**Run 1: power grid**

Bar = 20 um. Pins as bars on the die edge.
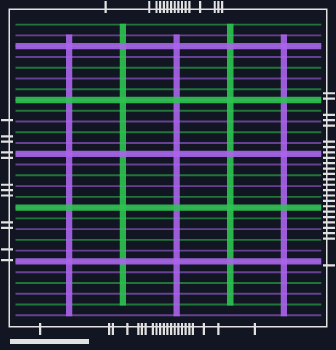
**Run 1: cells colored by class**

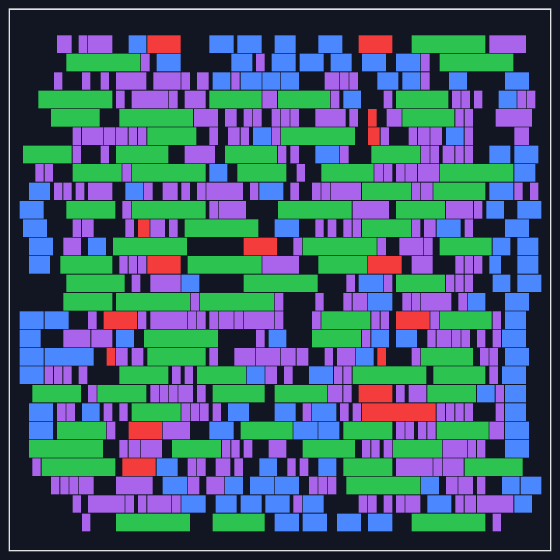
**Run 1: routed clock nets over the placement**

Bar = 20 um.
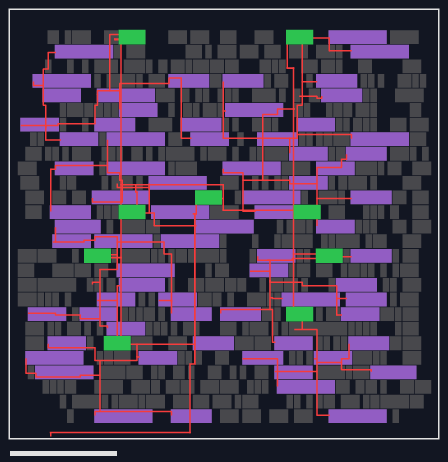
## config.mk

```make
export PLATFORM = sky130hd
export DESIGN_NAME = gpio_input_conditioner
export DESIGN_NICKNAME = d
export VERILOG_FILES = /design/src/rtl/gpio_input_conditioner.sv
export SDC_FILE = /design/constraint.sdc
export NUM_CORES = 1
export LEC_CHECK = 0
export ABC_AREA = 1
export CORE_UTILIZATION = 49
export CTS_CLUSTER_DIAMETER = 100
export DETAILED_ROUTE_END_ITERATION = 10
export PLACE_DENSITY = 0.8
export SLEW_MARGIN = 10
export SYNTH_ARGS = -nofsm -noshare
export SYNTH_HDL_FRONTEND = slang
export SYNTH_SLANG_ARGS = --single-unit
```

## constraint.sdc

```tcl
create_clock -name clk -period 1.34 [get_ports clk]
set_input_delay 0.201 -clock clk [delete_from_list [all_inputs] [get_ports clk]]
set_output_delay 0.201 -clock clk [all_outputs]
set_load 0.005 [all_outputs]
```

## src/rtl/gpio_input_conditioner.sv

```systemverilog
// Per-pin input conditioning for the GPIO block: synchronizer, optional debounce filter,
// sticky rise/fall flags and a combined interrupt request.
module gpio_input_conditioner #(
    parameter int NumIO          = 8,
    parameter int SyncStages     = 2,
    parameter int DebounceCycles = 4
) (
    input  logic             clk,
    input  logic             rst_n,
    input  logic [NumIO-1:0] pins_async,
    input  logic [NumIO-1:0] debounce_en,
    input  logic [NumIO-1:0] rise_ie,
    input  logic [NumIO-1:0] fall_ie,
    input  logic [NumIO-1:0] rise_clear,
    input  logic [NumIO-1:0] fall_clear,
    output logic [NumIO-1:0] pins_clean,
    output logic [NumIO-1:0] rise_pending,
    output logic [NumIO-1:0] fall_pending,
    output logic             irq
);

    localparam int CntW = $clog2(DebounceCycles + 1);
    localparam logic [CntW-1:0] CntMax = CntW'(DebounceCycles - 1);

    logic [NumIO-1:0] r_sync [SyncStages];
    logic [NumIO-1:0] r_stable;
    logic [NumIO-1:0] r_stable_d;
    logic [CntW-1:0]  r_cnt [NumIO];
    logic [NumIO-1:0] r_rise;
    logic [NumIO-1:0] r_fall;

    logic [NumIO-1:0] w_sync_out;
    logic [NumIO-1:0] w_rise_evt;
    logic [NumIO-1:0] w_fall_evt;

    assign w_sync_out = r_sync[SyncStages-1];
    assign w_rise_evt = r_stable & ~r_stable_d;
    assign w_fall_evt = ~r_stable & r_stable_d;

    always_ff @(posedge clk) begin
        if (!rst_n) begin
            for (int s = 0; s < SyncStages; s++) begin
                r_sync[s] <= '0;
            end
        end else begin
            r_sync[0] <= pins_async;
            for (int s = 1; s < SyncStages; s++) begin
                r_sync[s] <= r_sync[s-1];
            end
        end
    end

    // Any sample equal to the accepted level restarts the count, so glitches never accumulate.
    always_ff @(posedge clk) begin
        if (!rst_n) begin
            r_stable <= '0;
            for (int i = 0; i < NumIO; i++) begin
                r_cnt[i] <= '0;
            end
        end else begin
            for (int i = 0; i < NumIO; i++) begin
                if (!debounce_en[i]) begin
                    r_stable[i] <= w_sync_out[i];
                    r_cnt[i]    <= '0;
                end else if (w_sync_out[i] == r_stable[i]) begin
                    r_cnt[i]    <= '0;
                end else if (r_cnt[i] == CntMax) begin
                    r_stable[i] <= w_sync_out[i];
                    r_cnt[i]    <= '0;
                end else begin
                    r_cnt[i]    <= r_cnt[i] + CntW'(1);
                end
            end
        end
    end

    // A new event outranks a clear arriving in the same cycle.
    always_ff @(posedge clk) begin
        if (!rst_n) begin
            r_stable_d <= '0;
            r_rise     <= '0;
            r_fall     <= '0;
        end else begin
            r_stable_d <= r_stable;
            r_rise     <= w_rise_evt | (r_rise & ~rise_clear);
            r_fall     <= w_fall_evt | (r_fall & ~fall_clear);
        end
    end

    assign pins_clean   = r_stable;
    assign rise_pending = r_rise;
    assign fall_pending = r_fall;
    assign irq          = |((r_rise & rise_ie) | (r_fall & fall_ie));

endmodule
```

==> out/qor.csv, run 1 <==
metric,value,unit
status,finished with violations,
failed_checks,negative setup slack,
drv_cap,0,
port_buffers,74,
comb_share,25.8,%
finalClockPeriodUsage,102,%
setup_ws,-0.0256,ns
r2r_setup_slack,0.06,ns
maxSlewViolCount,0,
leakage,2.20,nW
regMostFlops,r_cnt,
hold_depth,3,
wirelength,6170,um
drt-met1-wl,2520,um
instances_no_fill,546,
antenna_cells,0,
largest_area_cell,dfxtp_1,
drtAntennaViolNets,0,
cp_top_family,flip-flops,
grt_max_degree,44,
netlist_top_cells_area,"dfxtp_1 32%, edfxtp_1 24%, inv_1 9.9%",
ys_cells,335,
route.met2.wl,3250,um
whs,0.380,ns
largest_registers,"r_cnt: 24 flops, r_sync: 16 flops",
ys_sh_mux,0,%
p_sw_share,23.0,%
power_leader,sequential cells,
grt_pass1_vias,2424,
total_power,4.66,mW
numCtsBuffers,9,
critPathCapture,irq,
worstSetupPathType,flip-flop to output pin,
met2_usage,38.4,%
worstPathRequired,1.14,ns
buffers,106,
cp-end-kind,output pin,
report.final.setup_viol,1,
Back to the opening pictures, 'power grid':
green -> VDD
purple -> VSS
met5 straps = 5
rows = 27
met1 rails = 28
met4 straps = 5
Worst VDD drop: 0.000797 V
Core ar.: 5680 um2
die x size: 79.9 um
DIE HEIGHT: 79.9 um

Back to the opening pictures, 'cells colored by class':
purple -> remaining logic cells  # cells 280, share of their area 34%
blue -> remaining buffers and delay cells  # cells 106, share of their area 22%
red -> clock drivers and dummy loads  # cells 16, share of their area 4.4%
green -> sequential cells  # cells 72, share of their area 40%
Std-Cell Rows: 27
Seq area share: 39.0%
post-route cell area: 4400 um2
final core occ: 77.5%

Back to the opening pictures, 'routed clock nets over the placement':
green -> clock-net drivers  # count 9
purple -> flip-flops  # count 72
red -> clock wires  # length 869 um
routed clock nets = 10
P_clk: 1.67 mW
Final Skew: 0.00564 ns
Clk network pwr share: 35.8%
clock insertion delay at the later pin of the skew report: 0.34 ns

--- run 2 (diff from run 1) ---
Settings changed: SKIP_CTS_REPAIR_TIMING set to 1.
==> run 2 against run 1 <==
The run still ends with negative setup slack left. Register-to-register slack worse by 0.02 ns. Critical endpoint unchanged. Global-route usage is 0.78 points lower. Sequential share of layout area decreased by 0.75 points. Highest routed layer unchanged. Non-clock buffer count stayed put. Die area stayed put. Largest cell class unchanged. Clock-buffer cell count unchanged. Hold slack worse by 0.00081 ns. Setup slack worse by 0.034 ns. Via count increased by 0.16%.
==> out/qor.csv, run 2 <==
metric,value,unit
failed_checks,negative setup slack,
total_power,4.68,mW
critPathCapture,irq,
die_w,79.9,um
cp_top_family,flip-flops,
p_clk,1.68,mW
ys_sh_mux,0,%
power_frac_clock,35.8,%
r2r_setup_slack,0.04,ns
status,finished with violations,
fin_skew,0.00605,ns
buffers,106,
maxSlewViolCount,0,
rows,27,
drt-met1-wl,2520,um
power_leader,sequential cells,
hold_depth,3,
p_sw_share,23.1,%
comb_share,25.1,%
regMostFlops,r_cnt,
drtAntennaViolNets,0,
port_buffers,74,
ys_cells,335,
setup_ws,-0.0596,ns
report.final.setup_viol,1,
numCtsBuffers,9,
die_h,79.9,um
leakage,2.52,nW
core_area,5680,um2
whs,0.379,ns
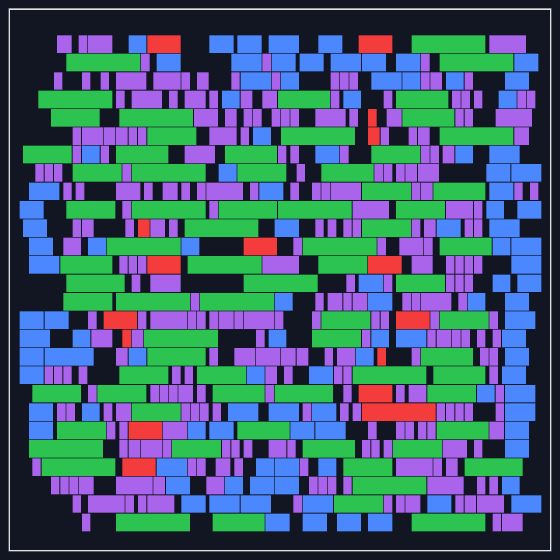
**Above:** run 2 (cells colored by class).
purple -> remaining logic cells  # cells 280, share of their area 33%
blue -> remaining buffers and delay cells  # cells 106, share of their area 24%
red -> clock drivers and dummy loads  # cells 16, share of their area 4.3%
green -> sequential cells  # cells 72, share of their area 39%
post-route cell area: 4500 um2
Seq area share: 38.3%
final core occ: 79.2%

Power and IR drop assume default switching activity.
